Figure 1. Routed clock nets over the placement.
The bar under the picture is 20 um long.
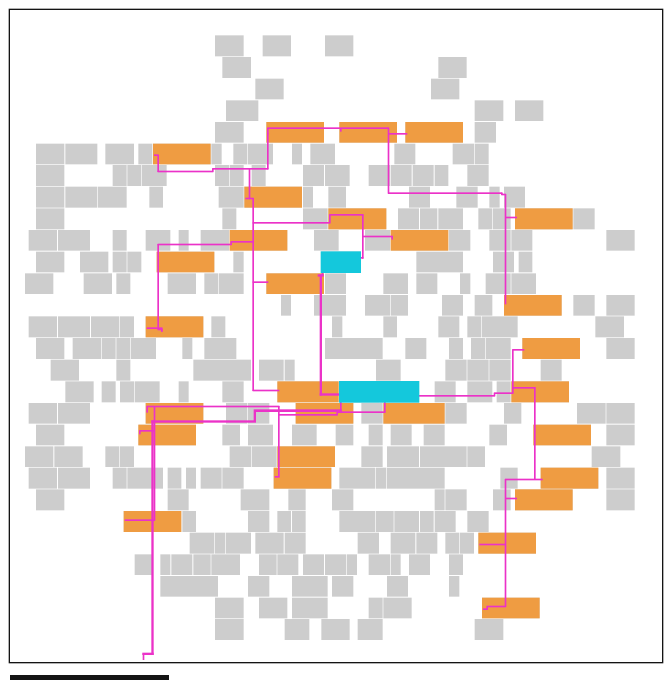
Figure 2. Wiring by layer.
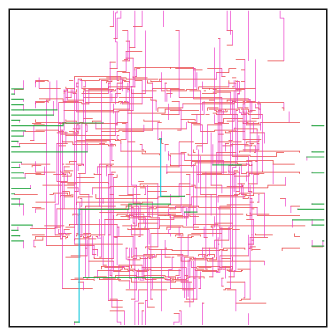
--- config.mk ---
export PLATFORM = sky130hd
export DESIGN_NAME = counter_scheduler
export DESIGN_NICKNAME = d
export VERILOG_FILES = /design/src/rtl/counter_scheduler_pkg.sv /design/src/rtl/counter_scheduler_rr_arbiter.sv /design/src/rtl/counter_scheduler.sv
export SDC_FILE = /design/constraint.sdc
export NUM_CORES = 1
export LEC_CHECK = 0
export CORE_MARGIN = 1.5
export CORE_UTILIZATION = 25
export DETAILED_ROUTE_END_ITERATION = 8
export PLACE_DENSITY = 0.53
export SLEW_MARGIN = 10
export SYNTH_ARGS = -nofsm -noshare
export SYNTH_HDL_FRONTEND = slang
export SYNTH_SLANG_ARGS = --single-unit
--- constraint.sdc ---
create_clock -name clk -period 1.75 [get_ports clk]
set_input_delay 0.2625 -clock clk [delete_from_list [all_inputs] [get_ports clk]]
set_output_delay 0.2625 -clock clk [all_outputs]
set_load 0.01 [all_outputs]
--- src/rtl/counter_scheduler_pkg.sv ---
// Shared types, defaults and helpers for the time-shared interval counter.
package counter_scheduler_pkg;

  typedef enum logic {
    IDLE = 1'b0,
    RUN  = 1'b1
  } state_t;

  localparam int NUM_REQ_DEF = 4;
  localparam int WIDTH_DEF   = 8;
  localparam int MAX_REQ     = 8;
  localparam int MAX_IW      = 3;

  // Index of the set bit in a one-hot vector; zero when no bit is set.
  function automatic logic [MAX_IW-1:0] onehot_to_index(input logic [MAX_REQ-1:0] oh);
    logic [MAX_IW-1:0] idx;
    idx = '0;
    for (int i = 0; i < MAX_REQ; i++) begin
      if (oh[i]) idx = MAX_IW'(i);
    end
    return idx;
  endfunction

endpackage

--- src/rtl/counter_scheduler_rr_arbiter.sv ---
// Combinational round-robin pick: first set req at or after ptr, wrapping.
module rr_arbiter
  import counter_scheduler_pkg::*;
#(
  parameter int NUM_REQ = NUM_REQ_DEF,
  parameter int IW      = $clog2(NUM_REQ)
) (
  input  logic [NUM_REQ-1:0] req,
  input  logic [IW-1:0]      ptr,
  input  logic               enable,
  output logic [NUM_REQ-1:0] winner_onehot,
  output logic [IW-1:0]      winner_idx,
  output logic               valid
);

  logic [NUM_REQ-1:0] masked;
  logic [NUM_REQ-1:0] upper_pick;
  logic [NUM_REQ-1:0] lower_pick;
  logic [NUM_REQ-1:0] pick;

  // Requests at or above the pointer take precedence over the wrapped ones.
  generate
    for (genvar gi = 0; gi < NUM_REQ; gi++) begin : g_mask
      assign masked[gi] = req[gi] & (ptr <= IW'(gi));
    end
  endgenerate

  assign upper_pick = masked & (-masked);
  assign lower_pick = req & (-req);
  assign pick       = (|masked) ? upper_pick : lower_pick;

  assign valid         = enable & (|req);
  assign winner_onehot = valid ? pick : '0;
  assign winner_idx    = IW'(onehot_to_index(MAX_REQ'(pick)));

endmodule

--- src/rtl/counter_scheduler.sv ---
// Round-robin owner of one shared up-counter; each grant runs 0..limit then pulses done.
module counter_scheduler
  import counter_scheduler_pkg::*;
#(
  parameter int NUM_REQ = NUM_REQ_DEF,
  parameter int WIDTH   = WIDTH_DEF
) (
  input  logic                     clk,
  input  logic                     reset,
  input  logic [NUM_REQ-1:0]       req,
  input  logic [NUM_REQ*WIDTH-1:0] limit,
  input  logic                     hold,
  output logic [NUM_REQ-1:0]       grant,
  output logic [NUM_REQ-1:0]       done,
  output logic [WIDTH-1:0]         count,
  output logic                     busy
);

  localparam int IW = $clog2(NUM_REQ);

  state_t             state_reg;
  logic [NUM_REQ-1:0] grant_reg;
  logic [NUM_REQ-1:0] done_reg;
  logic [WIDTH-1:0]   count_reg;
  logic [WIDTH-1:0]   lim_reg;
  logic               busy_reg;
  logic [IW-1:0]      ptr_reg;

  logic [NUM_REQ-1:0] win_onehot;
  logic [IW-1:0]      win_idx;
  logic               win_valid;
  logic [IW-1:0]      ptr_next;
  logic [WIDTH-1:0]   win_limit;
  logic               owner_req;
  logic               at_limit;

  rr_arbiter #(
    .NUM_REQ (NUM_REQ),
    .IW      (IW)
  ) u_arb (
    .req           (req),
    .ptr           (ptr_reg),
    .enable        (state_reg == IDLE),
    .winner_onehot (win_onehot),
    .winner_idx    (win_idx),
    .valid         (win_valid)
  );

  assign ptr_next  = (win_idx == IW'(NUM_REQ - 1)) ? '0 : win_idx + IW'(1);
  assign win_limit = limit[win_idx*WIDTH +: WIDTH];
  assign owner_req = |(req & grant_reg);
  assign at_limit  = (count_reg == lim_reg);

  always_ff @(posedge clk) begin
    if (reset) begin
      state_reg <= IDLE;
      grant_reg <= '0;
      done_reg  <= '0;
      count_reg <= '0;
      lim_reg   <= '0;
      busy_reg  <= 1'b0;
      ptr_reg   <= '0;
    end else begin
      done_reg <= '0;
      case (state_reg)
        IDLE: begin
          if (win_valid) begin
            grant_reg <= win_onehot;
            lim_reg   <= win_limit;
            count_reg <= '0;
            busy_reg  <= 1'b1;
            ptr_reg   <= ptr_next;
            state_reg <= RUN;
          end
        end
        RUN: begin
          // Owner dropping its request aborts silently and outranks completion.
          if (!owner_req) begin
            grant_reg <= '0;
            busy_reg  <= 1'b0;
            state_reg <= IDLE;
          end else if (!hold) begin
            if (at_limit) begin
              done_reg  <= grant_reg;
              grant_reg <= '0;
              busy_reg  <= 1'b0;
              state_reg <= IDLE;
            end else begin
              count_reg <= count_reg + WIDTH'(1);
            end
          end
        end
        default: begin
          grant_reg <= '0;
          busy_reg  <= 1'b0;
          state_reg <= IDLE;
        end
      endcase
    end
  end

  assign grant = grant_reg;
  assign done  = done_reg;
  assign count = count_reg;
  assign busy  = busy_reg;

endmodule

==> CHANGELOG.md <==
### Physical design

* Met3 Wirelength at 223 um
* Worst relative slew slack at 0.790
* Crit path capture type: flop
* Status: completed
* Final max-slew violation count at 0
* Post-synth EDFFs at 0
* Clock sink count at 28
* Peak Freq at 612 MHz
* Die area at 6730 um^2
* Ys cells at 180
* Flops out of synthesis at 28
* Clkbuf count at 3
* Final Hold Vio Count at 0
* Layout cells sized above 1 at 0.258
* Die Height at 82.0 um
* Period utilization at 0.934
* Post-synth ARST share at 0
* Initial antenna violation count at 0
* Logic share of the area at 0.374
* Tool Warnings at 27
* Busiest layer in global routing: met2
* CTS clk-pin slew, worst paths at 0.10 ns
* Max Cap Violations at 0
## Picture notes: Figure 1
[magenta] clock wires | length: 374 um
[orange] flip-flops | count: 28
[cyan] clock-net drivers | count: 3
routed clock nets	4
clock latency on the worst-skew pair: 0.27 ns
clock share of power: 0.215

## Picture notes: Figure 2
colour	layer	wire length
cyan	M4	44.2 um
magenta	M2	2280 um
red	M1	2290 um
green	M3	223 um
GRT Overall Usage: 0.157
WL per Instance: 13.8 um
Via Count: 1724
Total Wirelength: 4840 um

==> cells in the mapped netlist, drive strengths merged (2+ instances only) <==
| library cell | instances |
|---|---|
| o32ai | 3 |
| nand3 | 13 |
| and3 | 4 |
| nand2b | 3 |
| nor2 | 15 |
| a21oi | 15 |
| nand4 | 3 |
| buf | 4 |
| clkbuf | 6 |
| o21ai | 11 |
| dfxtp | 28 |
| o211ai | 2 |
| a22oi | 2 |
| a311oi | 9 |
| o21ba | 2 |
| a21boi | 2 |
| nor2b | 2 |
| o311ai | 2 |
| nor3 | 6 |
| nand2 | 5 |
| or3 | 2 |
| xnor2 | 8 |
| o21a | 8 |
| mux2 | 9 |
==> through the flow <==
stage / utilization / setup slack, ns / instances
6_report: 0.438 / 0.116 / 350
3_5_place_dp: 0.424 / -0.386 / 345
3_3_place_gp: 0.424 / -0.355 / 345
5_1_grt: 0.438 / 0.00503 / 350
4_1_cts: 0.430 / -0.0129 / 348
2_1_floorplan: - / 0.0632 / 180
==> worst max-delay path, delay by kind of cell, from the launching register on <==
kind / cells / cell delay, ns
AOI/OAI and AO/OA: 3 / 0.56
and+or+nand+nor: 1 / 0.51
buffers and inverters: 1 / 0.12
DFF: 1 / 0.38
==> timing repair <==
item	CTS	global route
resized	3	10
setup endpoints to repair	13	17
pin swaps	0	3
setup buffers	0	2
==> cells by family after synthesis <==
family | Yosys count | share of synthesized area
flip-flops | 28 | 0.359
XOR/XNOR | 9 | 0.0505
AND/OR/NAND/NOR | 56 | 0.178
multiplexers | 9 | 0.0649
buffers and inverters | 11 | 0.0296
adder cells (fa/ha/maj) | 1 | 0.00801
AND-OR/OR-AND | 66 | 0.310
==> report_power, final <==
group / switching, mW / internal (mW)
logic: 0.244 / 0.325
clock network: 0.199 / 0.155
registers: 0.0417 / 0.681
total: 0.485 / 1.16
No activity file was given, so power comes from the tool's default toggle rates.
